[src/rtl/uart_pkg.sv]
// uart_pkg: state encoding, bit-period helper and data width shared by the UART blocks
package uart_pkg;
  localparam int DATA_W = 8;
  typedef enum logic [2:0] {
    IDLE   = 3'd0,
    START  = 3'd1,
    DATA   = 3'd2,
    PARITY = 3'd3,
    STOP   = 3'd4
  } state_t;
  function automatic int calc_div(input int clk_freq, input int baud);
    return clk_freq / baud;
  endfunction
endpackage

[src/rtl/uart_baud_gen.sv]
// uart_baud_gen: one-cycle tick every DIV clocks, restartable by a synchronous clear
module uart_baud_gen #(
  parameter int DIV = 868
) (
  input  logic clk,
  input  logic rst,
  input  logic clr,
  output logic tick
);
  localparam int W = DIV > 1 ? $clog2(DIV) : 1;
  logic [W-1:0] cnt;
  assign tick = cnt == W'(DIV - 1);
  always_ff @(posedge clk)
    if (rst || clr) cnt <= '0;
    else cnt <= tick ? '0 : cnt + 1'b1;
endmodule

[src/rtl/uart_tx.sv]
// uart_tx: 8N1/8N2 UART transmitter with valid/ready byte input and registered line output
// Define UART_TX_PARITY_EN to add an even-parity bit between the data bits and the stop bit(s).
module uart_tx
  import uart_pkg::*;
#(
  parameter int CLK_FREQ  = 100000000,
  parameter int BAUD      = 115200,
  parameter int STOP_BITS = 1
) (
  input  logic              CLK,
  input  logic              RST,
  input  logic [DATA_W-1:0] TX_DATA,
  input  logic              TX_VALID,
  output logic              TX_READY,
  output logic              TX_BUSY,
  output logic              UART_TX
);
  localparam int DIV = calc_div(CLK_FREQ, BAUD);
  state_t state, state_d;
  logic [2:0] idx, idx_d;
  logic [DATA_W-1:0] shift, shift_d;
  logic tick, hs, line_d;
  assign TX_READY = state == IDLE && !RST;
  assign TX_BUSY  = state != IDLE;
  assign hs       = TX_VALID && TX_READY;
  uart_baud_gen #(.DIV(DIV)) u_baud (
    .clk (CLK),
    .rst (RST),
    .clr (hs),
    .tick(tick)
  );
`ifdef UART_TX_PARITY_EN
  logic par;
  always_ff @(posedge CLK)
    if (RST) par <= 1'b0;
    else if (hs) par <= ^TX_DATA;
`endif
  always_comb begin
    state_d = state;
    idx_d   = idx;
    shift_d = shift;
    case (state)
      IDLE:
        if (hs) begin
          state_d = START;
          shift_d = TX_DATA;
        end
      START:
        if (tick) begin
          state_d = DATA;
          idx_d   = '0;
        end
      DATA:
        if (tick) begin
          idx_d   = idx + 3'd1;
          shift_d = shift >> 1;
`ifdef UART_TX_PARITY_EN
          if (idx == 3'd7) state_d = PARITY;
`else
          if (idx == 3'd7) state_d = STOP;
`endif
        end
`ifdef UART_TX_PARITY_EN
      PARITY:
        if (tick) state_d = STOP;
`endif
      STOP:
        if (tick) begin
          if (idx == 3'(STOP_BITS - 1)) begin
            state_d = IDLE;
            idx_d   = '0;
          end else idx_d = idx + 3'd1;
        end
      default: state_d = IDLE;
    endcase
    // line is registered from the next state so the start bit appears one edge after handshake
`ifdef UART_TX_PARITY_EN
    line_d = state_d == START ? 1'b0 : state_d == DATA ? shift_d[0] : state_d == PARITY ? par : 1'b1;
`else
    line_d = state_d == START ? 1'b0 : state_d == DATA ? shift_d[0] : 1'b1;
`endif
  end
  always_ff @(posedge CLK)
    if (RST) begin
      state   <= IDLE;
      idx     <= '0;
      shift   <= '0;
      UART_TX <= 1'b1;
    end else begin
      state   <= state_d;
      idx     <= idx_d;
      shift   <= shift_d;
      UART_TX <= line_d;
    end
endmodule

[config.mk]
export PLATFORM = sky130hd
export DESIGN_NAME = uart_tx
export DESIGN_NICKNAME = d
export VERILOG_FILES = /design/src/rtl/uart_pkg.sv /design/src/rtl/uart_baud_gen.sv /design/src/rtl/uart_tx.sv
export SDC_FILE = /design/constraint.sdc
export NUM_CORES = 1
export LEC_CHECK = 0
export CORE_MARGIN = 2
export CORE_UTILIZATION = 35
export DETAILED_ROUTE_END_ITERATION = 8
export GPL_TIMING_DRIVEN = 0
export PLACE_DENSITY_LB_ADDON = 0.08
export SETUP_SLACK_MARGIN = 0.3
export SLEW_MARGIN = 20
export SYNTH_ARGS = -nofsm -noshare
export SYNTH_HDL_FRONTEND = slang
export SYNTH_SLANG_ARGS = --single-unit
[constraint.sdc]
create_clock -name CLK -period 5.05 [get_ports CLK]
set_input_delay 1.01 -clock CLK [delete_from_list [all_inputs] [get_ports CLK]]
set_output_delay 1.01 -clock CLK [all_outputs]
set_load 0.005 [all_outputs]
Run 1, metal 1:
Drawn at 6 px/µm. Supply wires on this layer in gray.
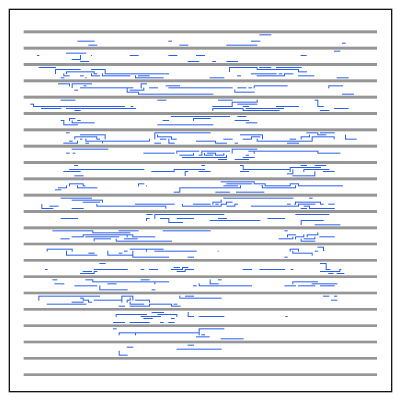
wire length on this layer: 1040 µm
main direction: horizontal
longest straight run: 15.2 µm
via count: 945
grt met1 use: 15.0%
final WL: 2200 µm

Run 1, signal wires on met2:
Drawn at 4 px/µm. Cells faint in the background.
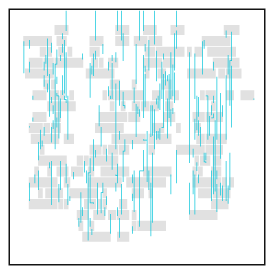
wire length on this layer: 1080 µm
main direction: vertical
grt met2 use: 21.1%

==> CHANGELOG.md, run 1 <==
## Implementation

- Reg2reg setup slack: around 2.9 ns
- Dpl hpwl: approximately 1600 µm
- Crit-path slowest cell: clkdlybuf4s50_1
- Fraction of layout cells with a size suffix above 1: between 10% and 20%
- Peak VDD IR: approximately 0.00011 V
- Area delta synth->final: 16.5%
- Slew @ Worst Pin: between 0.5 and 0.6 ns
- Fillcell total: about 380
- Critical path's top delay family: buffers and inverters
- Fin Setup TNS: 0 ns
- Critical Path RT: 4.04 ns
- First-pass detailed-route iteration total: 4
- Clock sinks: 25
- Logic cell area: 663 µm²
- Fmax: 0.325 GHz
- Pin count of the biggest net entering global routing: 14
- Routed vias/inst: between 4 and 5
- Yosys warnings: 0
- Gp weighted congestion: approximately 0.73
- Syn_area_per_cell: around 9.3 µm²
- WS Path Type: primary input to primary output
- IO Port Bufs: 12
- Tool warnings: 27
- Initial Util: a little under two fifths
- CTS Buf Count: 3
- Final Cycle Share: 61.0%
- Flops after synth: 25
- Cts hold-fix bufs: 0
- Slew Viols, Final: 0
- Crit path cell chain: clkdlybuf4s18_2, nor4_1, clkdlybuf4s50_1
- Post-synthesis cell type count: around 40
- R2R cell count: 6
- Max-slew headroom: between 60% and 70%
- Mapped cell area: around 0.0012 mm²
- Seq share, synth: 40.4%
- Hold depth: 2
- Aggregate global routing overflow: 0
- GRT Total Usage: 12.2%
- Tmin final: ~3.1 ns
- Outcome: complete, no violations
- Leak: around 0.53 nW
- Dominant logic cell type in the layout: dfxtp_1
- CP endpoint kind: primary output
- Worst Skew: 0.00537 ns
- Final setup fails: 0
- Reg area: approximately 500 µm²
- Vias in the first global route: approximately 910
- Dominant synthesized flop cell: dfxtp_1
- Yosys chip area: 0.00124 mm²
- Post-Syn Instances: about 130
- Worst path bufs/invs: 2
- Antenna violations before repair: 0
- Final Hold Fails: 0
- Final ANT Viol Nets: 0
- Core area: about 0.0034 mm²
- Max_cap viols: 0
- Post-CTS setup buffer count: 0
- H-Tree Depth: 1
- Gates resized, CTS repair: 0
- Clk slew on worst S/H paths: 0.13 ns
- Reg-to-Reg End: UART_TX
Run 1, signal wires on met3:
Drawn at 6 px/µm.
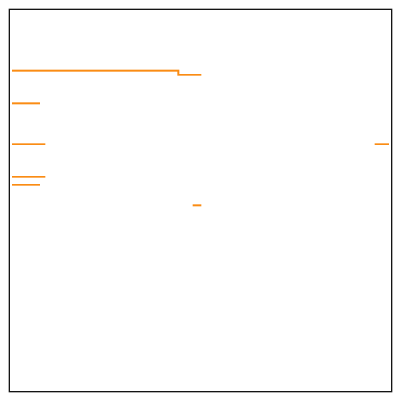
longest straight run: 27.6 µm
main direction: horizontal
wire length on this layer: 54.5 µm
share of all routed wire: 2.5%
met3 usage: 2.68%

==> run 1: through the flow <==
stage                     instances  area, µm²  worst slack (ns)
after floorplan                 133       1240              2.53
after global placement          191       1420              1.96
after detailed placement        191       1420              1.94
after CTS                       195       1440              1.94
after global routing            195       1440              1.85
final                           195       1440              1.97
==> run 1: Yosys cell counts (all sizes together) (3+ instances only) <==
| cell | instances | area [µm²] |
|---|---|---|
| a21oi | 7 | 35.0 |
| a22oi | 8 | 60.1 |
| a31oi | 3 | 18.8 |
| buf | 4 | 32.5 |
| dfxtp | 25 | 500 |
| ha | 4 | 50.1 |
| inv | 4 | 15.0 |
| nand2 | 12 | 45.0 |
| nand3 | 4 | 20.0 |
| nor2 | 20 | 75.1 |
| nor3b | 3 | 33.8 |
| or3 | 3 | 23.8 |
| xnor2 | 6 | 52.6 |
| xor2 | 3 | 26.3 |
==> run 1: metal layers <==
layer / routed length (µm) / up-vias / global-route usage [%] / part of all wire [%]
met3: 54 / 2 / 2.68 / 2.5
met5: 0 / - / 0 / 0
li1: - / 498 / - / -
met2: 1080 / 6 / 21.1 / 49
met1: 1040 / 439 / 15.0 / 48
met4: 21 / 0 / 4.08 / 0.96
==> run 1: worst reg2reg max path, stage by stage (launching register included) <==
cell      delay (ns)
dfxtp_1         0.39
ha_1            0.30
nand4b_4        0.16
nor4b_4         0.56
or3b_1          0.21
nand4_1         0.10
a211o_1         0.29
==> run 1: final cells by class <==
type | count | area share, %
plain buffers | 7 | 4.16
clock buffers | 4 | 1.82
inverters | 4 | 1.04
multi-input cells | 97 | 46.0
flip-flops and latches | 25 | 34.7
well taps | 46 | 3.99
repair buffers | 12 | 8.33
==> run 1: flip-flops by register name, summed over array words and instances, names as in the netlist <==
register,flops
idx,3
shift,8
UART_TX,1
u_baud.cnt,10
state,3
==> run 1: logic make-up after synthesis <==
logic type | after synthesis | share of synthesized area [%]
buffers and inverters | 11 | 6.06
multiplexers | 1 | 0.808
adder cells (fa/ha/maj) | 4 | 4.04
AND-OR/OR-AND | 25 | 13.3
XOR/XNOR | 9 | 6.36
AND/OR/NAND/NOR | 58 | 29.0
flip-flops | 25 | 40.4
==> run 1: worst max path at each step <==
stage | from | end | slack, ns | depth (start not counted)
final | RST | TX_READY | 1.97 | 3
after floorplan | RST | TX_READY | 2.53 | 2
after CTS | RST | TX_READY | 1.94 | 3
after global placement | RST | TX_READY | 1.96 | 3
after global routing | RST | TX_READY | 1.85 | 3
after detailed placement | RST | TX_READY | 1.94 | 3
==> run 1: power by group <==
part           leakage, nW  switching, mW  internal [mW]
clock network       0.0150         0.0581         0.0308
logic                0.315         0.0150         0.0194
registers            0.203        0.00324          0.203
total                0.533         0.0763          0.253
Run 1, cell outlines without signal wires:
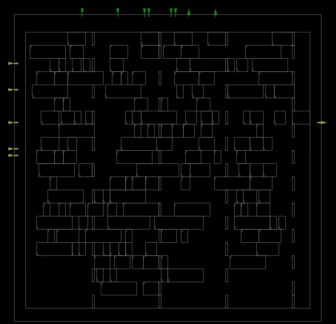

==> run 1 -> run 2 <==
==> constraint.sdc (replaced) <==
create_clock -name CLK -period 2.6 [get_ports CLK]
set_input_delay 0.52 -clock CLK [delete_from_list [all_inputs] [get_ports CLK]]
set_output_delay 0.52 -clock CLK [all_outputs]
set_load 0.005 [all_outputs]
Run 2, cell outlines without signal wires:
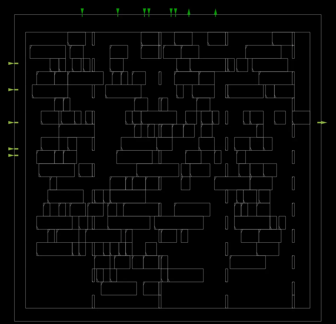
Tapcells: 46
Flops: 25

==> run 2 against run 1 <==
  * Global-route usage unchanged
  * Via count up 0.21%
  * Combinational power up 97%
  * Clock skew about the same
  * Sequential cell count unchanged
==> CHANGELOG.md, run 2 <==
## Implementation

- Max_cap viols: 0 (unchanged)
- Routed vias/inst: 4.86 (+0.21%)
- P_int: 492 µW (+94%)
- Final Cycle Share: 83.3%
- IO Port Bufs: 12 (unchanged)
- Largest registers: u_baud.cnt: 10 flops, shift: 8 flops
- Via count: 947 (+0.21%)
- Dpl hpwl: 1630 µm (unchanged)
- GRT Total Usage: 12.2% (unchanged)
- Sw Pwr: 149 µW (+96%)
- CP endpoint kind: primary output
- Top reg by flops: u_baud.cnt
- Yosys chip area: 0.00124 mm² (unchanged)
- Yosys simple share: 29.0% (unchanged)
- Seq share, synth: 40.4% (unchanged)
- Leak: 0.534 nW (+0.22%)
- Tool warnings: 27 (unchanged)
- Dpl ws: 0.473 ns (-1.47 ns)
- Pin count of the biggest net entering global routing: 14 (unchanged)
- Num ports: 14
- Top cell area share: 40.4% (unchanged)
- Aggregate global routing overflow: 0 (unchanged)
- Fillcell total: 380 (unchanged)
- Clock sinks: 25 (unchanged)
- Final Hold Fails: 0 (unchanged)
- Reg area: 500 µm² (unchanged)
- WS Path Type: flip-flop to primary output
- Post-synthesis cell type count: 40 (unchanged)
- Peak VDD IR: 0.000205 V (+95%)
- Yosys warnings: 0 (unchanged)
- Gp weighted congestion: 0.726 (unchanged)
- Crit-path slowest cell: clkdlybuf4s50_1
- Critical path's top delay family: buffers and inverters
- Top cells by count: dfxtp_1, nor2_1, nand2_1
- Max FFs per register: 10 (unchanged)
- Mapped cell area: 0.00124 mm² (unchanged)
- Core area: 0.00336 mm² (unchanged)
- Final setup fails: 0 (unchanged)
- Switching share of power: 23.3% (+0.14 points)
- Syn_area_per_cell: 9.31 µm² (unchanged)
- Synth Area in Compound Gates: 13.3% (unchanged)
- Initial Util: 36.8% (unchanged)
- Post-Syn Instances: 133 (unchanged)
- Mux frac, synth: 0.808% (unchanged)
- Cts hold-fix bufs: 0 (unchanged)
- Comb area leader: simple AND/OR/NAND/NOR gates
- CTS Buf Count: 3 (unchanged)
- First-pass detailed-route iteration total: 4 (unchanged)
- Flop pwr share: 62.4% (-0.2 points)
- Critical Path RT: 2.08 ns (-1.96 ns)
- Logic cell area: 669 µm² (+0.94%)
- Max-slew headroom: 63.0% (about the same)
- Final WS setup: 0.434 ns (-1.54 ns)
- Vias in the first global route: 906 (unchanged)
- Area delta synth->final: 17.0%
- Slew Viols, Final: 0 (unchanged)
- Clk pwr share: 27.1% (about the same)
- Syn_nets: 148
- Worst path bufs/invs: 2 (unchanged)
- Outcome: complete, no violations
- Clk slew on worst S/H paths: 0.13 ns (about the same)
- Worst Skew: 0.00533 ns (-0.0000327 ns)
- Final WL: 2200 µm (+0.36%)
- Slew @ Worst Pin: 0.553 ns (-0.000161 ns)
- Dominant logic cell type in the layout: dfxtp_1
- Tmin final: approximately 2.2 ns
- XOR-XNOR Cells, Area Fraction: 6.36% (unchanged)
- Fmax: approximately 0.46 GHz
- Cell with the most instances after synthesis: dfxtp_1
- Yosys top cell by area: dfxtp_1
- Antenna violations before repair: 0 (unchanged)
- Fraction of layout cells with a size suffix above 1: 11.4% (+0.67 points)
- Crit path cell chain: buf_2, nor4_2, clkdlybuf4s50_1
- Dominant synthesized flop cell: dfxtp_1
run 2: netlist changes by cell type in the layout (fill, tap and decap cells not counted):
cell    delta
nor4_1     -1
nor4_2     +1
run 2: worst register-to-register path, cell delays in order, from the launching register on:
cell and delay, ns:
dfxtp_1 0.39, ha_1 0.30, nand4b_4 0.16, nor4b_4 0.56
or3b_1 0.21, nand4_1 0.10, a211o_1 0.29
run 2: per-layer routing:
| layer | GRT usage, % | vias to the layer above | wire (µm) |
|---|---|---|---|
| met4 | 4.08 | 0 | 23 |
| li1 | - | 497 | - |
| met3 | 2.68 | 2 | 60 |
| met2 | 21.1 | 8 | 1080 |
| met5 | 0 | - | 0 |
| met1 | 15.0 | 440 | 1040 |
run 2: per-stage QoR:
step	power [mW]	std cells	hold slack [ns]	instance area, µm²	util, %
after global routing	0.681	195	0.487	1450	43.1
after CTS	0.650	195	0.466	1440	42.9
after global placement	0.476	191	0.442	1420	42.1
after floorplan	0.448	133	0.430	1240	-
final	0.642	195	0.463	1450	43.1
after detailed placement	0.477	191	0.448	1420	42.1
run 2: cells by family (layout without fill, tap and decap cells):
group | after synthesis | in the layout
AND/OR/NAND/NOR | 58 | 58
AND-OR/OR-AND | 25 | 25
XOR/XNOR | 9 | 9
adder cells (fa/ha/maj) | 4 | 4
multiplexers | 1 | 1
flip-flops | 25 | 25
buffers and inverters | 11 | 27
run 2: layout make-up:
cell class                 instances  area share [%]
multi-input combinational         97            46.2
sequential                        25            34.5
timing repair buffer              12            8.29
buffer                             7            4.15
tap                               46            3.97
clock buffer                       4            1.81
inverter                           4            1.04
run 2: path summary, 6_finish.rpt:
kind	from	end	slack (ns)	cells past startpoint
hold reg to reg	shift[2]	shift[2]	0.46	2
hold / removal	shift[2]	shift[2]	0.46	2
setup / recovery	state[1]	TX_READY	0.43	3
setup reg to reg	u_baud.cnt[0]	UART_TX	0.50	6
run 2: power groups by stage:
stage / Clock [mW] / Sequential, mW / Combinational, mW
4_1_cts: 0.181 / 0.401 / 0.0679
2_1_floorplan: 0 / 0.408 / 0.0395
3_3_place_gp: 0 / 0.409 / 0.0672
3_5_place_dp: 0 / 0.409 / 0.0677
6_report: 0.174 / 0.401 / 0.0674
5_1_grt: 0.202 / 0.403 / 0.0756
run 2: repair_timing:
item / in CTS / in global routing
setup endpoints to repair: 0 / 1
buffers inserted: 0 / 0
resized: 0 / 1
Run 2, metal 1:
Drawn at 6 px/µm. Supply wires on this layer in gray.
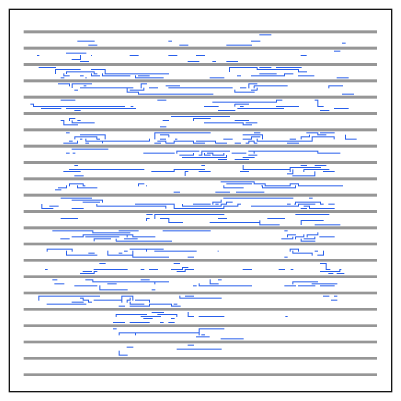

==> run 2 -> run 3 <==
==> constraint.sdc (replaced) <==
create_clock -name CLK -period 1.9 [get_ports CLK]
set_input_delay 0.38 -clock CLK [delete_from_list [all_inputs] [get_ports CLK]]
set_output_delay 0.38 -clock CLK [all_outputs]
set_load 0.005 [all_outputs]
Run 3, metal 1:
Drawn at 6 px/µm. Supply wires on this layer in gray.
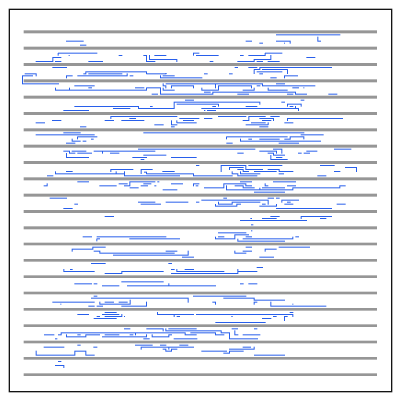
wire length on this layer: 1240 µm
longest straight run: 26.7 µm
main direction: horizontal
grt met1 use: 16.2%
final WL: 2560 µm
via count: 1020

==> run 3 against run 2 <==
  * Sequential cell count unchanged
  * Final area increased by 15%
  * Wire length increased by 16%
==> CHANGELOG.md, run 3 <==
## Implementation

- Core area: 0.00336 mm² (unchanged)
- Top reg by flops: u_baud.cnt
- Clock sinks: 25 (unchanged)
- Final Hold Fails: 0 (unchanged)
- Reg2reg setup slack: 0.22 ns (-0.28 ns)
- Aggregate global routing overflow: 0 (unchanged)
- Routed vias/inst: 4.88 (+0.49%)
- Finished Cell Area: 0.00167 mm² (+15%)
- Cell with the most instances after synthesis: dfxtp_1
- Gp weighted congestion: 0.760 (+4.7%)
- First-pass detailed-route iteration total: 4 (unchanged)
- Max-slew headroom: 68.7% (+5.7 points)
- Pin count of the biggest net entering global routing: 14 (unchanged)
- Final Cycle Share: about 88%
- Peak VDD IR: 0.000291 V (+42%)
- Critical R2R Launch: u_baud.cnt[0]
- Hold depth: 2 (unchanged)
- R2R cell count: 6 (unchanged)
- Post-Syn Instances: 133 (unchanged)
- Top cell area share: 40.4% (unchanged)
- Max FFs per register: 10 (unchanged)
- Final setup fails: 0 (unchanged)
- Critical Path RT: 2.11 ns (+0.03 ns)
- Vias in the first global route: 995 (+9.8%)
- Max_cap viols: 0 (unchanged)
- CTS Buf Count: 3 (unchanged)
- Dominant synthesized flop cell: dfxtp_1
- Syn_area_per_cell: 9.31 µm² (unchanged)
- Final hold slack: 0.452 ns (-0.0105 ns)
- Syn_nets: 148 (unchanged)
- Dpl hpwl: 1730 µm (+6.5%)
- H-Tree Depth: 1
- GRT Total Usage: 13.0% (+0.75 points)
- Slew @ Worst Pin: 0.469 ns (-0.0839 ns)
- Reg-to-Reg End: UART_TX
- Placed Area: 0.00144 mm² (+1.5%)
- Largest registers: u_baud.cnt: 10 flops, shift: 8 flops
- Fraction of layout cells with a size suffix above 1: 31.3% (+20 points)
- Outcome: complete, no violations
- Post-synthesis cell type count: 40 (unchanged)
- Worst Skew: 0.00665 ns (+0.00132 ns)
- IO Port Bufs: 12 (unchanged)
- WS Path Type: flip-flop to flip-flop
- Tmin final: 1.68 ns
- Fillcell total: 364 (-4.2%)
- Initial Util: 36.8% (unchanged)
- Top cells by count: dfxtp_1, nor2_1, nand2_1
- Leak: 0.631 nW (+18%)
- Yosys top cell by area: dfxtp_1
- Crit-path slowest cell: or3_4
- Num ports: 14 (unchanged)
- Seq share, synth: 40.4% (unchanged)
- CP endpoint kind: flip-flop
- Slew Viols, Final: 0 (unchanged)
- Yosys chip area: 0.00124 mm² (unchanged)
- Clk slew on worst S/H paths: 0.14 ns (about the same)
- Antenna violations before repair: 0 (unchanged)
[run 3: cell types whose count changed in the layout (fill, tap and decap cells not counted), moves of 2 or more]
cell             delta
buf_4               +8
clkdlybuf4s50_1     -2
dfxtp_1             -6
a22oi_2             +2
nand2_2             +2
dfxtp_2             +6
a22oi_1             -2
buf_6               +7
nand2_1             -2
[run 3: worst max-delay path by stage]
stage	startpoint	to	cells after the start
4_1_cts	u_baud.cnt[0]	UART_TX	6
3_5_place_dp	state[0]	UART_TX	6
3_3_place_gp	state[0]	UART_TX	6
6_report	u_baud.cnt[0]	UART_TX	6
5_1_grt	u_baud.cnt[0]	UART_TX	6
2_1_floorplan	u_baud.cnt[0]	UART_TX	6
[run 3: what timing repair did]
action | 4_1_cts | 5_1_grt
gates resized | 20 | 15
endpoints found under the setup margin | 25 | 27
pin swaps | 6 | 15
buffers inserted | 10 | 4
[run 3: power breakdown]
part           switching, mW  leakage (nW)  internal (mW)
combinational         0.0514         0.411         0.0649
clock                  0.157        0.0150         0.0818
sequential            0.0101         0.206          0.541
[run 3: final cells by class]
class,count,area [µm²],area share (%)
well taps,46,57.6,3.44
inverters,4,15.0,0.898
plain buffers,7,66.3,3.97
multi-input cells,97,761,45.5
repair buffers,26,238,14.2
clock buffers,4,26.3,1.57
flip-flops and latches,25,508,30.4
[run 3: cell families (layout without fill, tap and decap cells)]
family	after synthesis	after routing	share of synthesized area, %
multiplexers	1	1	0.808
AND/OR/NAND/NOR	58	58	29.0
XOR/XNOR	9	9	6.36
flip-flops	25	25	40.4
adder cells (fa/ha/maj)	4	4	4.04
AND-OR/OR-AND	25	25	13.3
buffers and inverters	11	41	6.06
[run 3: per-stage QoR]
step / std cells / utilization, % / setup slack (ns) / power (mW) / TNS [ns]
after floorplan: 133 / - / 0.230 / 0.618 / 0
after global placement: 191 / 42.7 / -0.0187 / 0.658 / -0.0187
after detailed placement: 191 / 42.7 / -0.0256 / 0.660 / -0.0256
after CTS: 205 / 46.8 / 0.232 / 0.908 / 0
after global routing: 209 / 49.7 / 0.111 / 0.958 / 0
final: 209 / 49.7 / 0.225 / 0.907 / 0
[run 3: per-layer routing]
metal / GRT usage [%] / share of wire [%] / vias to the layer above
met1: 16.2 / 48 / 480
met3: 1.79 / 2.2 / 4
li1: - / - / 527
met4: 5.71 / 1.4 / 0
met2: 22.1 / 48 / 9
met5: 0 / 0 / -
[run 3: critical path: cells and delay by family, from the launching register on]
kind,cells,cell delay (ns)
and+or+nand+nor,3,0.65
DFF,1,0.38
adders and majority gates,1,0.15
AOI/OAI and AO/OA,2,0.39
Power is estimated from default activity; no workload was simulated.
